## src/rtl/io_conv_sequencer.sv

```systemverilog
// io_conv_sequencer: feeds ROW rows of a matrix from row memory into io_converter
// and counts slice_done pulses until the matrix is fully sliced, then pulses done.
module io_conv_sequencer #(
  parameter int WIDTH      = 16,
  parameter int COL        = 6,
  parameter int ROW        = 8,
  parameter int NUM_SLICES = 3,
  parameter int ADDR_WIDTH = 8
) (
  input  logic                  clk,
  input  logic                  rst_n,
  input  logic                  start,
  input  logic                  abort,
  input  logic [ADDR_WIDTH-1:0] row_base,
  input  logic                  stall,
  output logic                  busy,
  output logic                  done,
  output logic                  err,
  output logic                  mem_rd_en,
  output logic [ADDR_WIDTH-1:0] mem_rd_addr,
  input  logic [WIDTH*COL-1:0]  mem_rd_data,
  output logic                  conv_en,
  output logic                  conv_in_valid,
  output logic [WIDTH*COL-1:0]  conv_in_data,
  input  logic                  conv_slice_done
);

  localparam int CW = $clog2(ROW + 1);
  localparam int SW = $clog2(NUM_SLICES + 1);

  typedef enum logic [1:0] {
    IDLE,
    FEED,
    DRAIN,
    FIN
  } state_t;

  state_t                state;
  logic [CW-1:0]         row_cnt;
  logic [SW-1:0]         slice_cnt;
  logic [ADDR_WIDTH-1:0] base;

  logic last_row;
  logic all_sliced;

  assign last_row   = row_cnt == CW'(ROW - 1);
  assign all_sliced = slice_cnt == SW'(NUM_SLICES);

  // Reads only while feeding and not backpressured.
  assign mem_rd_en = (state == FEED) && !stall
                     && (row_cnt < CW'(ROW));

  // Modulo 2^ADDR_WIDTH wrap is intentional.
  assign mem_rd_addr = base + ADDR_WIDTH'(row_cnt);

  // Memory holds its output while stalled, so
  // the converter sees the same row again.
  assign conv_in_data = mem_rd_data;
  assign conv_en      = busy && !stall;

  always_ff @(posedge clk or negedge rst_n) begin
    if (!rst_n) begin
      state         <= IDLE;
      row_cnt       <= '0;
      slice_cnt     <= '0;
      base          <= '0;
      busy          <= 1'b0;
      done          <= 1'b0;
      err           <= 1'b0;
      conv_in_valid <= 1'b0;
    end else if (abort) begin
      state         <= IDLE;
      row_cnt       <= '0;
      slice_cnt     <= '0;
      busy          <= 1'b0;
      done          <= 1'b0;
      conv_in_valid <= 1'b0;
    end else begin
      // Valid tracks the read one cycle later,
      // frozen under stall with the data.
      if (!stall)
        conv_in_valid <= mem_rd_en;

      if (busy && conv_slice_done) begin
        if (all_sliced)
          err <= 1'b1;
        else
          slice_cnt <= slice_cnt + 1'b1;
      end

      unique case (state)
        IDLE: begin
          if (start) begin
            state     <= FEED;
            base      <= row_base;
            row_cnt   <= '0;
            slice_cnt <= '0;
            err       <= 1'b0;
            busy      <= 1'b1;
          end
        end
        FEED: begin
          if (mem_rd_en) begin
            row_cnt <= row_cnt + 1'b1;
            if (last_row)
              state <= DRAIN;
          end
        end
        DRAIN: begin
          if (all_sliced) begin
            state <= FIN;
            busy  <= 1'b0;
            done  <= 1'b1;
          end
        end
        FIN: begin
          state <= IDLE;
          done  <= 1'b0;
        end
        default: begin
          state <= IDLE;
          busy  <= 1'b0;
          done  <= 1'b0;
        end
      endcase
    end
  end

endmodule
```

## config.mk

```make
export PLATFORM = sky130hd
export DESIGN_NAME = io_conv_sequencer
export DESIGN_NICKNAME = d
export VERILOG_FILES = /design/src/rtl/io_conv_sequencer.sv
export SDC_FILE = /design/constraint.sdc
export NUM_CORES = 1
export LEC_CHECK = 0
export ABC_AREA = 1
export CORE_MARGIN = 2
export CORE_UTILIZATION = 31
export DETAILED_ROUTE_END_ITERATION = 12
export PLACE_DENSITY = 0.87
export SLEW_MARGIN = 20
export SYNTH_ARGS = -nofsm -noshare
export SYNTH_HDL_FRONTEND = slang
export SYNTH_SLANG_ARGS = --single-unit
```

## constraint.sdc

```tcl
create_clock -name clk -period 3.8 [get_ports clk]
set_input_delay 0.57 -clock clk [delete_from_list [all_inputs] [get_ports clk]]
set_output_delay 0.57 -clock clk [all_outputs]
set_load 0.02 [all_outputs]
```

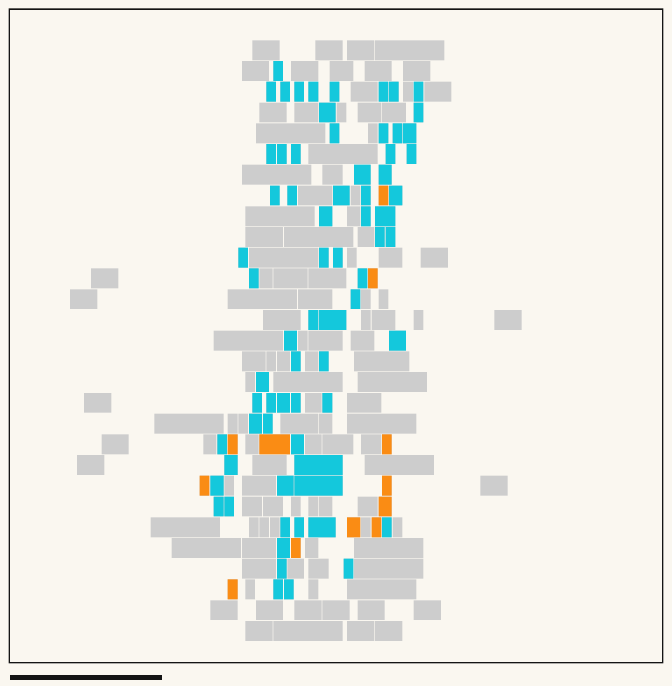
Figure 1: run 1, selected gate families.
Scale bar: 20 µm.
nor cells: drawn in orange, cells 12. nand cells: drawn in cyan, cells 70, where a column down the middle.
Commonest Layout Cell: nand2_1
multi-input gate share of total cell area: 0.405
Non-Filler Instances: 272

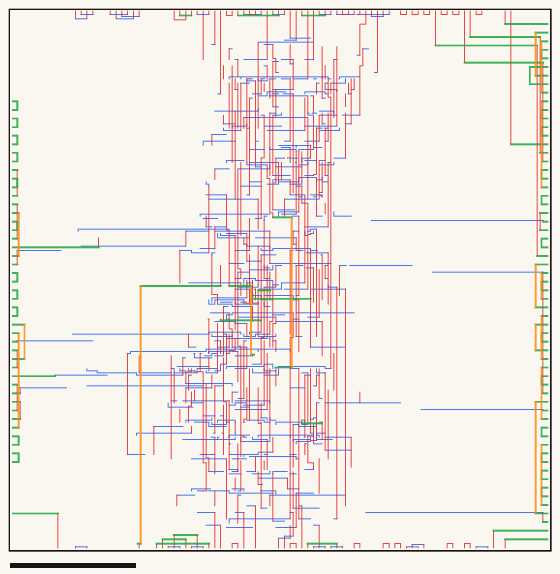
Figure 2: run 1, signal wires by layer.
Scale bar: 20 µm.
M4: drawn in orange, wire length 188 µm. M3: drawn in green, wire length 303 µm. M2: drawn in red, wire length 1810 µm. M1: drawn in blue, wire length 1270 µm.
mean routed wirelength per cell: 13.1 µm
via count: 1253

==> flow_metrics.py, run 1 <==
# Physical implementation metrics
metrics = {
    "global_routing": {
        "first_global_vias": 1269,
        "grtUsageMet1": 0.0991,
        "gr-usage-all-layers": 0.100,
        "grt_use_met3": 0.0308,
        "grt_first_pass_wirelength_mm": 5.86,
        "top_usage_layer": "met2",
        "grt_max_degree": 21,
    },
    "clocking": {
        "htreeDepth": 1,
        "clk_latency_ps": 260,
        "root_buffer": "clkbuf_8",
        "holdBufCountCts": 0,
        "numCtsBuffers": 3,
        "clk_path_buf_depth": 2,
        "cts_tree": "built",
        "clock-sinks": 20,
        "clk_pin_slew_ps": 70,
    },
    "run_status": {
        "outcome": "complete, no violations",
    },
    "worst_setup_path": {
        "path_class": "register to primary output",
        "r2r-end": "row_cnt[0]",
        "r2r_slack_ps": 2340,
        "crit_path_max_incr_delay_ps": 600,
        "crit_slowest_cell": "clkdlybuf4s50_1",
        "rr_startpoint": "state[0]",
        "cp-end-kind": "primary output",
        "cp.depth": 9,
        "worst_r2r_path_depth": 7,
        "path_buffers": 3,
        "critical_path_required_ps": 3230,
    },
    "layout": {
        "drive_above_1_share": 0.0923,
        "clkCellAreaFrac": 0.0318,
        "buffers_excl_clock": 27,
        "fin_nets": 316,
        "nonClockInverterCount": 26,
        "logic_gates": 118,
        "design.seq.count": 20,
        "seq_area_frac": 0.289,
        "comb_area_um2": 701,
        "syn_to_final_growth_pct": -16.0,
    },
    "sta": {
        "slew_violations": 0,
        "rsz0062_at_grt": "false",
        "setup_viol": 0,
        "worst_pin_slew_ps": 889,
        "maxSlewHeadroom": 0.406,
        "fmax_mhz": 341,
        "hold_ws_ps": 496,
    },
    "floorplanning": {
        "num_io_pins": 220,
        "taps": 77,
        "die_h_um": 85.5,
    },
    "pwr": {
        "switchingPower_mw": 0.430,
        "vdd_drop_max_mv": 0.130,
        "finalPower_mw": 1.03,
        "p_leak_nw": 0.850,
        "seqPwrFrac": 0.328,
        "combPwrFrac": 0.515,
        "swShare": 0.417,
        "power-top-group": "combinational logic",
        "clockPowerShare": 0.158,
    },
    "min_path": {
        "whs_endpoint": "base[0]",
        "min_path_cells": 2,
    },
    "synth": {
        "synth-cells-yosys": 263,
        "dominantRegCellSynth": "dfrtp_1",
        "syn_avg_cell_area_um2": 7.84,
        "top_area_frac": 0.350,
        "async_flop_share": 1.00,
        "aoi_share": 0.0607,
        "synthMostInstantiatedCell": "buf_4",
        "top_cells_by_count": "buf_4 (96), nand2_1 (48), inv_1 (24), dfrtp_1 (20), nand3_1 (12)",
        "xor_area_frac": 0.0170,
        "mux_area_frac": 0,
        "synth.top_cells.by_area": "buf_4 (35%), dfrtp_1 (24%), nand2_1 (8.7%), ha_1 (5.5%), inv_1 (4.4%)",
        "synth_area_um2": 2060,
        "top_logic_kind": "buffers and inverters",
        "synth-edff-count": 0,
        "fp_nets": 383,
    },
    "detailed_routing": {
        "antenna_left": 0,
        "routed_wl_mm": 3.57,
        "firstDrtPassIters": 4,
        "drc_errors": 0,
    },
    "placement": {
        "dp.final_hpwl_mm": 2.91,
        "io_buffers": 27,
        "placed_area_um2": 1680,
    },
    "job": {
        "warning_count": 29,
        "drv_cap": 0,
    },
}
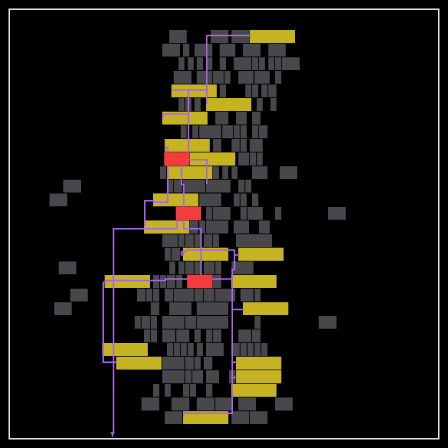
Figure 3: run 1, clock distribution.
flip-flops: drawn in yellow, count 20. clock-net drivers: drawn in red, count 3. clock wires: drawn in purple, length 286 µm.
There are 4 routed clock nets.
P_clk: 0.162 mW
worst clock skew: 5.22 ps

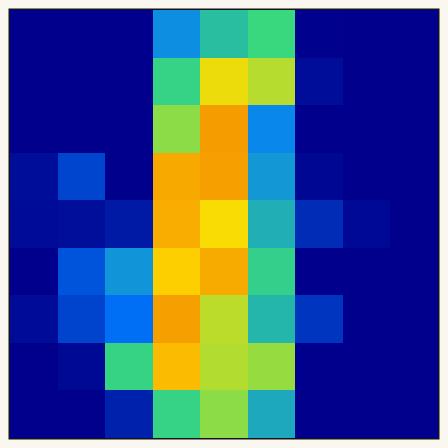
Figure 4: run 1, cell area per tile.
The die is cut into 9 by 9 equal tiles; dark blue is low, red is high, 0 to 100% covered.
48% of the tiles are nearly empty. The emptiest ninth of the die: top left. The densest ninth of the die: middle. 9.9% of the tiles are over 75% full. The fullest tile reaches 82%.
Finished Core Util: 0.271
fp_density: 0.323
Core Footprint: 6390 µm²

==> inputs of run 2 (changes only) <==
- CORE_UTILIZATION: 31 -> 26
- PLACE_DENSITY: 0.87 -> 0.78
- clock period: 3.8 -> 2.7 ns (I/O delays scaled with it)
==> flow_metrics.py, run 2 <==
# Physical implementation metrics
metrics = {
    "global_routing": {
        "first_global_vias": 1295,
        "grt_use_met3": 0.0258,
        "grt_first_pass_wirelength_mm": 5.94,
        "top_usage_layer": "met2",
        "grtUsageMet1": 0.0975,
        "grt_max_degree": 21,
    },
    "synth": {
        "syn_avg_cell_area_um2": 7.84,
        "synthMostInstantiatedCell": "buf_4",
        "async_flop_share": 1.00,
        "top_cells_by_count": "buf_4 (96), nand2_1 (48), inv_1 (24), dfrtp_1 (20), nand3_1 (12)",
        "top_logic_kind": "buffers and inverters",
        "fp_nets": 383,
        "synth.top_cells.by_area": "buf_4 (35%), dfrtp_1 (24%), nand2_1 (8.7%), ha_1 (5.5%), inv_1 (4.4%)",
        "mux_area_frac": 0,
        "dominantRegCellSynth": "dfrtp_1",
        "xor_area_frac": 0.0170,
        "synth_area_um2": 2060,
        "top_area_frac": 0.350,
    },
    "sta": {
        "fmax_mhz": 403,
        "maxSlewHeadroom": 0.641,
        "worst_pin_slew_ps": 537,
        "rsz0062_at_grt": "false",
        "setup_viol": 0,
        "slew_violations": 0,
        "hold_ws_ps": 492,
    },
    "job": {
        "drv_cap": 0,
    },
    "clocking": {
        "clock-sinks": 20,
        "htreeDepth": 1,
        "holdBufCountCts": 0,
        "root_buffer": "clkbuf_8",
        "numCtsBuffers": 3,
        "clk_pin_slew_ps": 70,
    },
    "floorplanning": {
        "num_io_pins": 220,
        "die_h_um": 93.0,
        "taps": 102,
        "core_um2": 7690,
        "initial_utilization": 0.268,
    },
    "placement": {
        "io_buffers": 27,
        "placed_area_um2": 1710,
    },
    "layout": {
        "comb_area_um2": 701,
        "comb_share": 0.397,
        "seq_area_frac": 0.284,
        "nonClockInverterCount": 26,
        "drive_above_1_share": 0.0923,
        "design.seq.count": 20,
        "syn_to_final_growth_pct": -14.5,
        "clkCellAreaFrac": 0.0234,
        "final_util": 0.229,
    },
    "worst_setup_path": {
        "crit_path_max_incr_delay_ps": 420,
        "worst_r2r_path_depth": 6,
        "path_class": "register to primary output",
        "cp.depth": 8,
        "r2r-end": "slice_cnt[1]",
        "r2r_slack_ps": 1210,
        "cp-end-kind": "primary output",
    },
    "pwr": {
        "p_leak_nw": 0.899,
        "swShare": 0.428,
        "seqPwrFrac": 0.340,
        "combPwrFrac": 0.522,
        "switchingPower_mw": 0.597,
    },
    "detailed_routing": {
        "drc_errors": 0,
        "firstDrtPassIters": 4,
        "antenna_left": 0,
    },
    "run_status": {
        "outcome": "complete, no violations",
    },
}
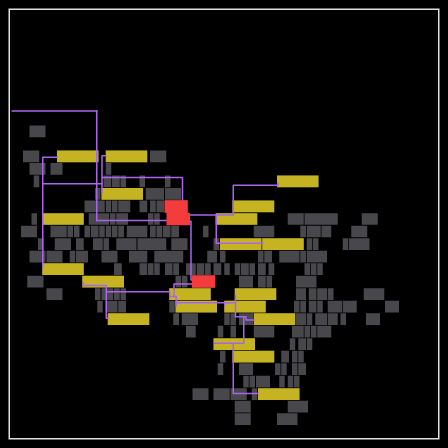
Figure 5: run 2, clock distribution.
clock wires: drawn in purple, length 298 µm. clock-net drivers: drawn in red, count 3. flip-flops: drawn in yellow, count 20.
There are 4 routed clock nets.
Clk network pwr share: 0.139
P_clk: 0.194 mW
clk latency late pin: 250 ps
worst clock skew: 3.72 ps

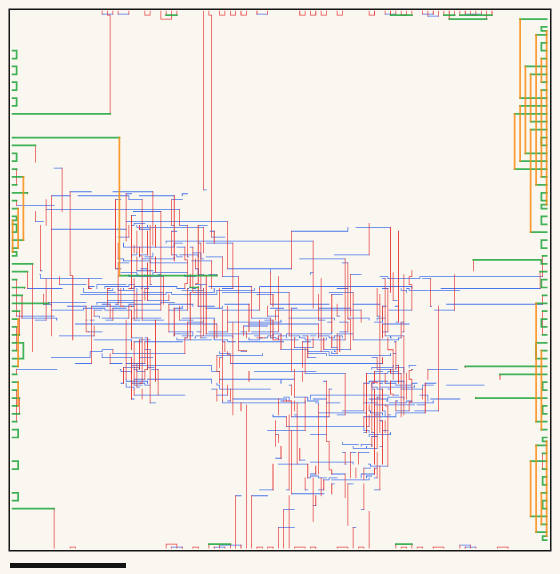
Figure 6: run 2, signal wires by layer.
Scale bar: 20 µm.
M3: drawn in green, wire length 339 µm. M4: drawn in orange, wire length 288 µm. M2: drawn in red, wire length 1550 µm. M1: drawn in blue, wire length 1510 µm.
via count: 1263
GRT Total Usage: 0.0855
routed wire length: 3.68 mm
mean routed wirelength per cell: 12.4 µm

Power figures rest on the tool's default switching activity, not on a simulated workload.
